--- config.mk ---
export PLATFORM = sky130hd
export DESIGN_NAME = auth_resp_tx_flat
export DESIGN_NICKNAME = d
export VERILOG_FILES = /design/src/rtl/auth_resp_tx_if.sv /design/src/rtl/auth_resp_tx.sv /design/src/flat_wrapper.sv
export SDC_FILE = /design/constraint.sdc
export NUM_CORES = 1
export LEC_CHECK = 0
export CAP_MARGIN = 20
export CORE_ASPECT_RATIO = 1.4
export CORE_UTILIZATION = 40
export DETAILED_ROUTE_END_ITERATION = 10
export PLACE_DENSITY = 0.69
export SYNTH_ARGS = -nofsm -noshare
export SYNTH_HDL_FRONTEND = slang
export SYNTH_SLANG_ARGS = --single-unit
--- constraint.sdc ---
create_clock -name clk -period 2.5 [get_ports clk]
set_input_delay 0.5 -clock clk [delete_from_list [all_inputs] [get_ports clk]]
set_output_delay 0.5 -clock clk [all_outputs]
set_load 0.01 [all_outputs]
--- src/rtl/auth_resp_tx_if.sv ---
// Port bundle for auth_resp_tx: the responder capture handshake plus the byte stream toward the transport.
`ifndef MSG_LEN
`define MSG_LEN 64
`endif

interface auth_resp_tx_if #(
    parameter int MSG_LEN = `MSG_LEN
);
    // Capture: resp_req_in is a level; ack_out pulses for one cycle when auth_msg_in is taken.
    // Stream: a byte moves on every posedge with tx_valid & tx_ready; once tx_valid is high,
    // tx_data/tx_sop/tx_eop hold until that edge, and tx_valid never depends on tx_ready.
    logic               resp_req_in;
    logic [MSG_LEN-1:0] auth_msg_in;
    logic               ack_out;
    logic [7:0]         tx_data;
    logic               tx_valid;
    logic               tx_sop;
    logic               tx_eop;
    logic               tx_ready;

    modport master (
        input  resp_req_in,
        input  auth_msg_in,
        input  tx_ready,
        output ack_out,
        output tx_data,
        output tx_valid,
        output tx_sop,
        output tx_eop
    );

    modport slave (
        output resp_req_in,
        output auth_msg_in,
        output tx_ready,
        input  ack_out,
        input  tx_data,
        input  tx_valid,
        input  tx_sop,
        input  tx_eop
    );
endinterface

--- src/rtl/auth_resp_tx.sv ---
// Transmit stage: captures one response message, then streams it MSB byte first with a stall timeout.
`ifndef MSG_LEN
`define MSG_LEN 64
`endif

module auth_resp_tx #(
    parameter int MSG_LEN        = `MSG_LEN,
    parameter int TIMEOUT_CYCLES = 1024
) (
    input  logic                clk,
    input  logic                reset,
    auth_resp_tx_if.master      bus,
    output logic                busy,
    output logic [7:0]          last_msg_type,
    output logic                timeout_err,
    output logic [1:0]          state_o
);
    localparam int NBYTES  = MSG_LEN / 8;
    localparam int CNT_W   = $clog2(NBYTES);
    localparam int STALL_W = $clog2(TIMEOUT_CYCLES + 1);

    typedef enum logic [1:0] {
        S_IDLE    = 2'd0,
        S_ACK     = 2'd1,
        S_SEND    = 2'd2,
        S_RELEASE = 2'd3
    } state_t;

    state_t               state_q, state_d;
    logic [MSG_LEN-1:0]   shift_q, shift_d;
    logic [CNT_W-1:0]     cnt_q, cnt_d;
    logic [STALL_W-1:0]   stall_q, stall_d;
    logic [7:0]           data_q, data_d;
    logic [7:0]           type_q, type_d;
    logic                 valid_q, valid_d;
    logic                 sop_q, sop_d;
    logic                 eop_q, eop_d;
    logic                 ack_q, ack_d;
    logic                 to_q, to_d;
    logic                 busy_q, busy_d;

    logic handshake;
    logic stalled;
    logic last_byte;
    logic stall_expire;

    assign handshake    = valid_q & bus.tx_ready;
    assign stalled      = valid_q & ~bus.tx_ready;
    assign last_byte    = (cnt_q == CNT_W'(NBYTES - 1));
    assign stall_expire = (stall_q == STALL_W'(TIMEOUT_CYCLES - 1));

    always_ff @(posedge clk) begin
        if (reset) begin
            state_q <= S_IDLE;
            shift_q <= '0;
            cnt_q   <= '0;
            stall_q <= '0;
            data_q  <= '0;
            type_q  <= '0;
            valid_q <= 1'b0;
            sop_q   <= 1'b0;
            eop_q   <= 1'b0;
            ack_q   <= 1'b0;
            to_q    <= 1'b0;
            busy_q  <= 1'b0;
        end else begin
            state_q <= state_d;
            shift_q <= shift_d;
            cnt_q   <= cnt_d;
            stall_q <= stall_d;
            data_q  <= data_d;
            type_q  <= type_d;
            valid_q <= valid_d;
            sop_q   <= sop_d;
            eop_q   <= eop_d;
            ack_q   <= ack_d;
            to_q    <= to_d;
            busy_q  <= busy_d;
        end
    end

    always_comb begin
        state_d = state_q;
        unique case (state_q)
            S_IDLE: begin
                if (bus.resp_req_in) state_d = S_ACK;
            end
            S_ACK: begin
                state_d = S_SEND;
            end
            S_SEND: begin
                if (handshake && last_byte) begin
                    state_d = S_RELEASE;
                end else if (stalled && stall_expire) begin
                    state_d = S_RELEASE;
                end
            end
            S_RELEASE: begin
                // Holding here until the request drops keeps one message from being taken twice.
                if (!bus.resp_req_in) state_d = S_IDLE;
            end
            default: begin
                state_d = S_IDLE;
            end
        endcase
    end

    always_comb begin
        shift_d = shift_q;
        cnt_d   = cnt_q;
        stall_d = stall_q;
        data_d  = data_q;
        type_d  = type_q;
        valid_d = valid_q;
        sop_d   = sop_q;
        eop_d   = eop_q;
        ack_d   = 1'b0;
        to_d    = 1'b0;
        busy_d  = (state_d != S_IDLE);
        unique case (state_q)
            S_IDLE: begin
                if (bus.resp_req_in) begin
                    shift_d = bus.auth_msg_in;
                    type_d  = bus.auth_msg_in[MSG_LEN-9 -: 8];
                    ack_d   = 1'b1;
                    cnt_d   = '0;
                    stall_d = '0;
                end
            end
            S_ACK: begin
                data_d  = shift_q[MSG_LEN-1 -: 8];
                shift_d = {shift_q[MSG_LEN-9:0], 8'h00};
                valid_d = 1'b1;
                sop_d   = 1'b1;
                eop_d   = 1'b0;
                cnt_d   = '0;
                stall_d = '0;
            end
            S_SEND: begin
                if (handshake) begin
                    stall_d = '0;
                    if (last_byte) begin
                        valid_d = 1'b0;
                        sop_d   = 1'b0;
                        eop_d   = 1'b0;
                        data_d  = '0;
                    end else begin
                        data_d  = shift_q[MSG_LEN-1 -: 8];
                        shift_d = {shift_q[MSG_LEN-9:0], 8'h00};
                        cnt_d   = cnt_q + 1'b1;
                        sop_d   = 1'b0;
                        eop_d   = (cnt_q == CNT_W'(NBYTES - 2));
                    end
                end else if (stalled) begin
                    // The abort lands on the stalled cycle that would make the count reach the limit.
                    if (stall_expire) begin
                        valid_d = 1'b0;
                        sop_d   = 1'b0;
                        eop_d   = 1'b0;
                        data_d  = '0;
                        shift_d = '0;
                        stall_d = '0;
                        to_d    = 1'b1;
                    end else begin
                        stall_d = stall_q + 1'b1;
                    end
                end
            end
            S_RELEASE: begin
            end
            default: begin
            end
        endcase
    end

    assign bus.ack_out    = ack_q;
    assign bus.tx_data    = data_q;
    assign bus.tx_valid   = valid_q;
    assign bus.tx_sop     = sop_q;
    assign bus.tx_eop     = eop_q;
    assign busy           = busy_q;
    assign last_msg_type  = type_q;
    assign timeout_err    = to_q;
    assign state_o        = state_q;
endmodule

--- src/flat_wrapper.sv ---
// flat-port wrapper written by rule: the top's interface ports become plain ports
module auth_resp_tx_flat 
#(
    parameter int MSG_LEN        = `MSG_LEN,
    parameter int TIMEOUT_CYCLES = 1024
)
  (clk, reset, busy, last_msg_type, timeout_err, state_o, bus_resp_req_in, bus_auth_msg_in, bus_tx_ready, bus_ack_out, bus_tx_data, bus_tx_valid, bus_tx_sop, bus_tx_eop);
  auth_resp_tx_if #(.MSG_LEN(MSG_LEN)) bus_i ();
  input  logic clk;
  input  logic reset;
  output logic busy;
  output logic [7:0] last_msg_type;
  output logic timeout_err;
  output logic [1:0] state_o;
  input wire logic [$bits(bus_i.resp_req_in)-1:0] bus_resp_req_in;
  input wire logic [$bits(bus_i.auth_msg_in)-1:0] bus_auth_msg_in;
  input wire logic [$bits(bus_i.tx_ready)-1:0] bus_tx_ready;
  output wire logic [$bits(bus_i.ack_out)-1:0] bus_ack_out;
  output wire logic [$bits(bus_i.tx_data)-1:0] bus_tx_data;
  output wire logic [$bits(bus_i.tx_valid)-1:0] bus_tx_valid;
  output wire logic [$bits(bus_i.tx_sop)-1:0] bus_tx_sop;
  output wire logic [$bits(bus_i.tx_eop)-1:0] bus_tx_eop;
  assign bus_i.resp_req_in = bus_resp_req_in;
  assign bus_i.auth_msg_in = bus_auth_msg_in;
  assign bus_i.tx_ready = bus_tx_ready;
  assign bus_ack_out = bus_i.ack_out;
  assign bus_tx_data = bus_i.tx_data;
  assign bus_tx_valid = bus_i.tx_valid;
  assign bus_tx_sop = bus_i.tx_sop;
  assign bus_tx_eop = bus_i.tx_eop;
  auth_resp_tx #(.MSG_LEN(MSG_LEN), .TIMEOUT_CYCLES(TIMEOUT_CYCLES)) u_core (.clk(clk), .reset(reset), .bus(bus_i), .busy(busy), .last_msg_type(last_msg_type), .timeout_err(timeout_err), .state_o(state_o));
endmodule
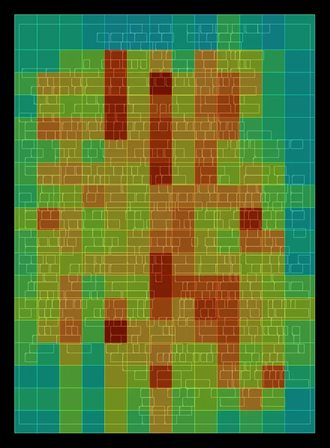
congestion.png
drt wl/cell: 17.1 um
final core utilization: 0.556
met1 Usage GRT: 0.262
Global Route Usage Sum: 0.210
global route hottest layer: met2

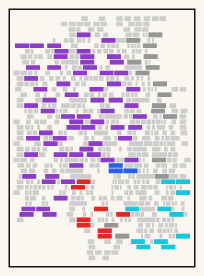
flops_by_reg.png
Drawn at 2 px/um. Other sequential cells in the stronger grey, the rest of the logic in the fainter grey.
[u_core.stall_q] cyan | placed flops: 11 | where: lower right
[u_core.bus.tx_data] red | placed flops: 8 | where: bottom centre
[u_core.shift_q] purple | placed flops: 64
[u_core.cnt_q] blue | placed flops: 3
not coloured: 16
Register Area: 2040 um^2
Seq group: 2.02 mW

==> impl_metrics.tcl <==
# implementation run metrics
set metrics [dict create \
    slew_headroom 0.483 \
    setup_viol 0 \
    regMostFlops "u_core.shift_q" \
    finalClockPeriodUsage 0.938 \
    common_cells "102 x dfxtp_1, 92 x a21oi_1, 56 x a211oi_1, 56 x a22oi_1, 38 x clkbuf_1" \
    num_vias 4374 \
    finalClockSkew_ns 0.00987 \
    die.size.x_um 92.0 \
    fin_nets 672 \
    clkSinkCount 102 \
    edf_count 0 \
    synth_top_area_share 0.450 \
    port_buffers 91 \
    top_layer_used "met4" \
    n_clock_buffer 11 \
    dominant_cells "combinational gates" \
    routed_wl_mm 12.7 \
    synthAoiAreaFrac 0.343 \
    synthMuxAreaShare 0.00662 \
    cts.path.max_buffers 2 \
    status "finished clean" \
    crit_type "flip-flop to flip-flop" \
    cts_root_buf "clkbuf_16" \
    finish.instance_area_um2 6070 \
    ys.flops 102 \
    drt-met1-wl_mm 5.43 \
    ys_cells 510 \
    taps 141 \
    seqPwrFrac 0.420 \
    drt_iter0_markers 278 \
    postSynthSeqShare 0.450 \
    worst_pin_slew_ns 0.766 \
    critPathMostFrequentCell "ha_1" \
    start_kind "flip-flop" \
    grt_overflow 0 \
    synth.cell_area_um2 4540 \
    logic_area_um2 2260 \
    cts_tree "done" \
    maxCapViolations 0 \
    r2r_end "u_core.shift_q[43]" \
    antenna_cells 0 \
    post_cts_buffers 0 \
    comb-cell-share 0.372 \
    final.setup.tns_ns 0 \
    grt_use_met2 0.352 \
    fillers 997 \
    worstSetupPathDepth 6 \
]
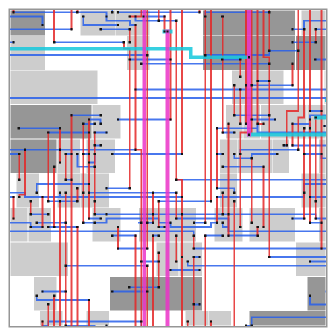
detail.png
Region (34, 26) to (59, 51) um. Cells in grey, sequential cells in the stronger grey; small squares are vias.
[metal 3] cyan
[metal 4] magenta
[metal 1] blue
[metal 2] red
sequential cells in the window: 5
most frequent: nand4_1 (8), dfxtp_1 (5)
netlist names of flops here include: u_core.bus.tx_data (3), u_core.cnt_q (2)
cells with their middle in the window: 37

Power is estimated from default activity; no workload was simulated.
